[config.mk]
export PLATFORM = sky130hd
export DESIGN_NAME = arb4way16
export DESIGN_NICKNAME = d
export VERILOG_FILES = /design/src/rtl/arb4way16_pkg.sv /design/src/rtl/arb4way16_mux.sv /design/src/rtl/arb4way16.sv
export SDC_FILE = /design/constraint.sdc
export NUM_CORES = 1
export LEC_CHECK = 0
export ABC_CLOCK_PERIOD_IN_PS = 2650
export CORE_AREA = 2 2 81 75
export DETAILED_ROUTE_END_ITERATION = 12
export DIE_AREA = 0 0 83 77
export HOLD_SLACK_MARGIN = 0.06
export PLACE_DENSITY = 0.71
export RECOVER_POWER = 25
export SYNTH_ARGS = -nofsm -noshare
export SYNTH_HDL_FRONTEND = slang
export SYNTH_SLANG_ARGS = --single-unit
[constraint.sdc]
create_clock -name clk -period 2.65 [get_ports clk]
set_input_delay 0.3975 -clock clk [delete_from_list [all_inputs] [get_ports clk]]
set_output_delay 0.3975 -clock clk [all_outputs]
set_load 0.02 [all_outputs]
[src/rtl/arb4way16_pkg.sv]
// Shared definitions for the 4-way round-robin arbiter with lock.
//   - arb_state_e : arbiter FSM encoding (IDLE=0, LOCKED=1)
//   - REQ_A..REQ_D : requester index constants (A..D = 0..3)
//   - rr_next()    : round-robin successor of a requester index (3 wraps to 0)
`ifndef ARB4WAY16_PKG_SV
`define ARB4WAY16_PKG_SV

package arb4way16_pkg;

    localparam int NUM_REQ = 4;

    typedef enum logic {
        ST_IDLE   = 1'b0,
        ST_LOCKED = 1'b1
    } arb_state_e;

    localparam logic [1:0] REQ_A = 2'd0;
    localparam logic [1:0] REQ_B = 2'd1;
    localparam logic [1:0] REQ_C = 2'd2;
    localparam logic [1:0] REQ_D = 2'd3;

    // 2-bit add wraps naturally, giving (idx+1) mod 4.
    function automatic logic [1:0] rr_next(input logic [1:0] idx);
        return idx + 2'd1;
    endfunction

endpackage

`endif

[src/rtl/arb4way16_mux.sv]
// Mux4Way16: 4-to-1 data selector feeding the arbiter output register.
// Ports:
//   a_i, b_i, c_i, d_i : WIDTH-bit data inputs (requesters A..D)
//   sel_i              : 2-bit select (0=A .. 3=D)
//   out_o              : selected data
module Mux4Way16
    import arb4way16_pkg::*;
#(
    parameter int WIDTH = 16
) (
    input  logic [WIDTH-1:0] a_i,
    input  logic [WIDTH-1:0] b_i,
    input  logic [WIDTH-1:0] c_i,
    input  logic [WIDTH-1:0] d_i,
    input  logic [1:0]       sel_i,
    output logic [WIDTH-1:0] out_o
);

    always_comb begin
        unique case (sel_i)
            REQ_A:   out_o = a_i;
            REQ_B:   out_o = b_i;
            REQ_C:   out_o = c_i;
            default: out_o = d_i;
        endcase
    end

endmodule

[src/rtl/arb4way16.sv]
// arb4way16: 4-requester round-robin arbiter with per-requester lock and a
// single registered output slot.
// Ports:
//   clk, reset            : clock, synchronous active-high reset
//   in_A..in_D            : requester data (index 0..3 = A..D)
//   valid[3:0]            : requester i presents a beat
//   lock[3:0]             : requester i keeps ownership after this beat
//   ready[3:0]            : beat of requester i accepted this cycle (one-hot or 0)
//   out, out_src          : registered beat and its requester index
//   out_valid, out_ready  : output slot handshake
//   sel                   : combinational mux select for the current grant
module arb4way16
    import arb4way16_pkg::*;
#(
    parameter int WIDTH     = 16,
    parameter int RESET_PTR = 0
) (
    input  logic             clk,
    input  logic             reset,
    input  logic [WIDTH-1:0] in_A,
    input  logic [WIDTH-1:0] in_B,
    input  logic [WIDTH-1:0] in_C,
    input  logic [WIDTH-1:0] in_D,
    input  logic [3:0]       valid,
    input  logic [3:0]       lock,
    output logic [3:0]       ready,
    output logic [WIDTH-1:0] out,
    output logic             out_valid,
    input  logic             out_ready,
    output logic [1:0]       out_src,
    output logic [1:0]       sel
);

    arb_state_e       state_q;
    logic [1:0]       owner_q;
    logic [1:0]       ptr_q;
    logic [1:0]       sel_q;
    logic [WIDTH-1:0] out_q;
    logic             out_valid_q;
    logic [1:0]       out_src_q;

    logic             cand_vld;
    logic [1:0]       cand_idx;
    logic [1:0]       scan_idx;
    logic             accept;
    logic             xfer;
    logic [WIDTH-1:0] mux_out;

    // Candidate selection. In IDLE, scan ptr..ptr+3 from the far end back so
    // the lowest offset from ptr is the last (winning) assignment. In LOCKED
    // only the owner may be chosen; a dropped owner valid just stalls.
    always_comb begin
        cand_vld = 1'b0;
        cand_idx = ptr_q;
        scan_idx = '0;
        if (state_q == ST_LOCKED) begin
            cand_vld = valid[owner_q];
            cand_idx = owner_q;
        end else begin
            for (int k = NUM_REQ - 1; k >= 0; k--) begin
                scan_idx = ptr_q + 2'(k);
                if (valid[scan_idx]) begin
                    cand_vld = 1'b1;
                    cand_idx = scan_idx;
                end
            end
        end
    end

    // Output slot can take a beat when empty or being drained this cycle.
    assign accept = !out_valid_q || out_ready;
    assign xfer   = accept && cand_vld && !reset;
    assign ready  = xfer ? (4'b0001 << cand_idx) : 4'b0000;

    // sel follows the candidate; with no candidate it holds the last value.
    assign sel = cand_vld ? cand_idx : sel_q;

    Mux4Way16 #(
        .WIDTH (WIDTH)
    ) u_mux (
        .a_i   (in_A),
        .b_i   (in_B),
        .c_i   (in_C),
        .d_i   (in_D),
        .sel_i (sel),
        .out_o (mux_out)
    );

    // Arbiter FSM, pointer and output slot.
    always_ff @(posedge clk) begin
        if (reset) begin
            state_q     <= ST_IDLE;
            owner_q     <= REQ_A;
            ptr_q       <= 2'(RESET_PTR);
            sel_q       <= '0;
            out_q       <= '0;
            out_valid_q <= 1'b0;
            out_src_q   <= '0;
        end else begin
            sel_q <= sel;
            if (xfer) begin
                out_q       <= mux_out;
                out_src_q   <= cand_idx;
                out_valid_q <= 1'b1;
                if (lock[cand_idx]) begin
                    state_q <= ST_LOCKED;
                    owner_q <= cand_idx;
                end else begin
                    // Unlocked beat (fresh or releasing) advances fairness.
                    state_q <= ST_IDLE;
                    ptr_q   <= rr_next(cand_idx);
                end
            end else if (out_ready) begin
                out_valid_q <= 1'b0;
            end
        end
    end

    assign out       = out_q;
    assign out_valid = out_valid_q;
    assign out_src   = out_src_q;

endmodule

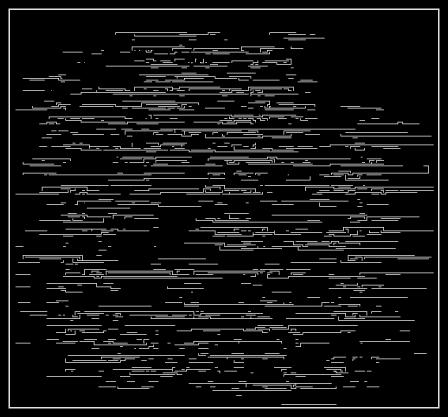
(M1 wires)
The layer carries 3330 um of wire. The longest straight run is 37.7 um. The wires run mostly horizontal. The layer holds 48% of the routed length.

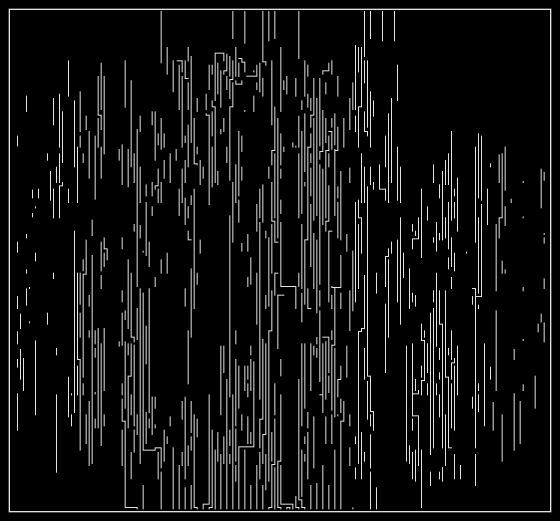
(signal wires on met2)
The wires run mostly vertical. The longest straight run is 32.0 um.

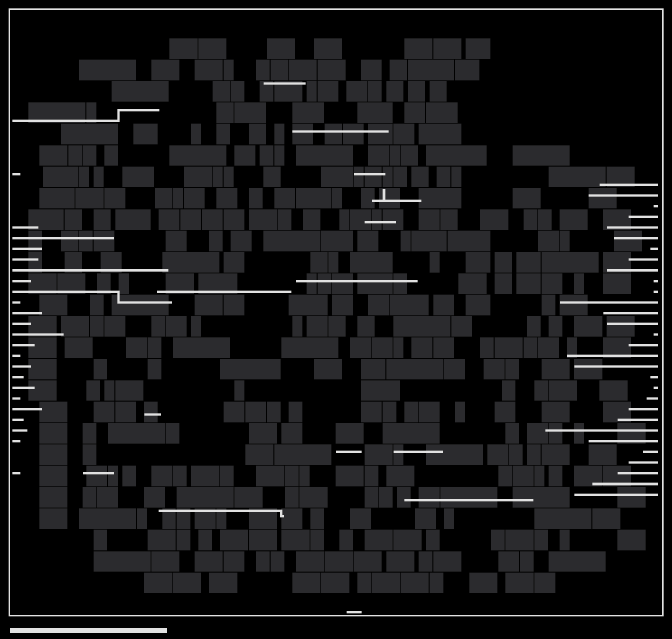
(metal 3)
The bar under the picture is 20 um long. Cells faint in the background.
The longest straight run is 19.6 um. 64 nets have wire on it.

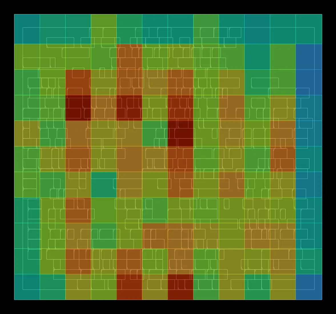
(routing congestion)
routed length per placed instance: 15.86 um
global-route track usage on met3: 4.629%
Most Crowded Layer GR: met2
final core utilization: 58.30%

==> impl_metrics.toml <==
# physical design summary
[synthesis]
syn-num-nets = 326
synth-edff-count = 0
postSynthCellCount = 247
synth_cell_type_count = 47
synth_warnings = 0
top_cell_area_share_pct = 27.66
ys_seq_share_pct = 27.66
ff_type = "dfxtp_1"
area_leaders = "dfxtp_1, nor3_1, o31ai_1"
avgSynthCellArea_um2 = 7.619
synthMuxAreaShare_pct = 3.657

[cts]
cts-root-buf = "clkbuf_8"
worstSkewPairLatency_ps = 280
hold_buffers = 0
clock_path_buffers = 2
cts_tree = "built"
clock_sinks = 26
ctsResizeCount = 23

[drt]
highest_layer = "met4"
post-route-drc-count = 0
wl_mm = 7.009
drt_pass1_iterations = 5
drtIter0Drc = 130
wl_met3_um = 380

[run]
log.warning_count = 30
cap_violations = 0

[die]
die_h_um = 77
dieWidth_um = 83
pin_count = 100

[layout]
ff_latch_area_um2 = 521.8
finalNetCount = 452
biggestCellCategory = "multi-input combinational cells"
layout-drive-gt1-share_pct = 17.74
seq_share_pct = 16.09
buffers = 136
ff_count = 26
lay_top_count = "clkdlybuf4s50_1"
fill_cells = 531
final_cell_count_no_fill = 442

[critical_path]
max_stage_delay_ps = 450
reg2reg_to = "ptr_q[1]$_SDFFE_PP0P_"
critPathLaunch = "valid[3]"
r2r_setup_slack_ps = 290
cp_num_buf_inv = 4
cp_data_required_time_ps = 2250
path_class = "in -> out"
r2r_cells = 7

[pwr]
sequentialPowerShare_pct = 21.5
total_power_mw = 3.219
clkPwrFrac_pct = 8.4
sw_frac_of_total_pct = 45.84
switching_power_mw = 1.476
powerSeq_uw = 692

[hold_path]
worstHoldPathCells = 2

[placed_design]
io_buffer_count = 99
dp_cells = 437
gp_congestion = 0.8376
placed_area_um2 = 3184

[sta]
hold_viol = 0
setup_ws_ps = 55.95
tns_ps = 0
timing.hold.ws_ps = 459.1
rsz0062_at_grt = "yes"

[status]
status = "completed"

[global_route]
antenna_found_initial = 0
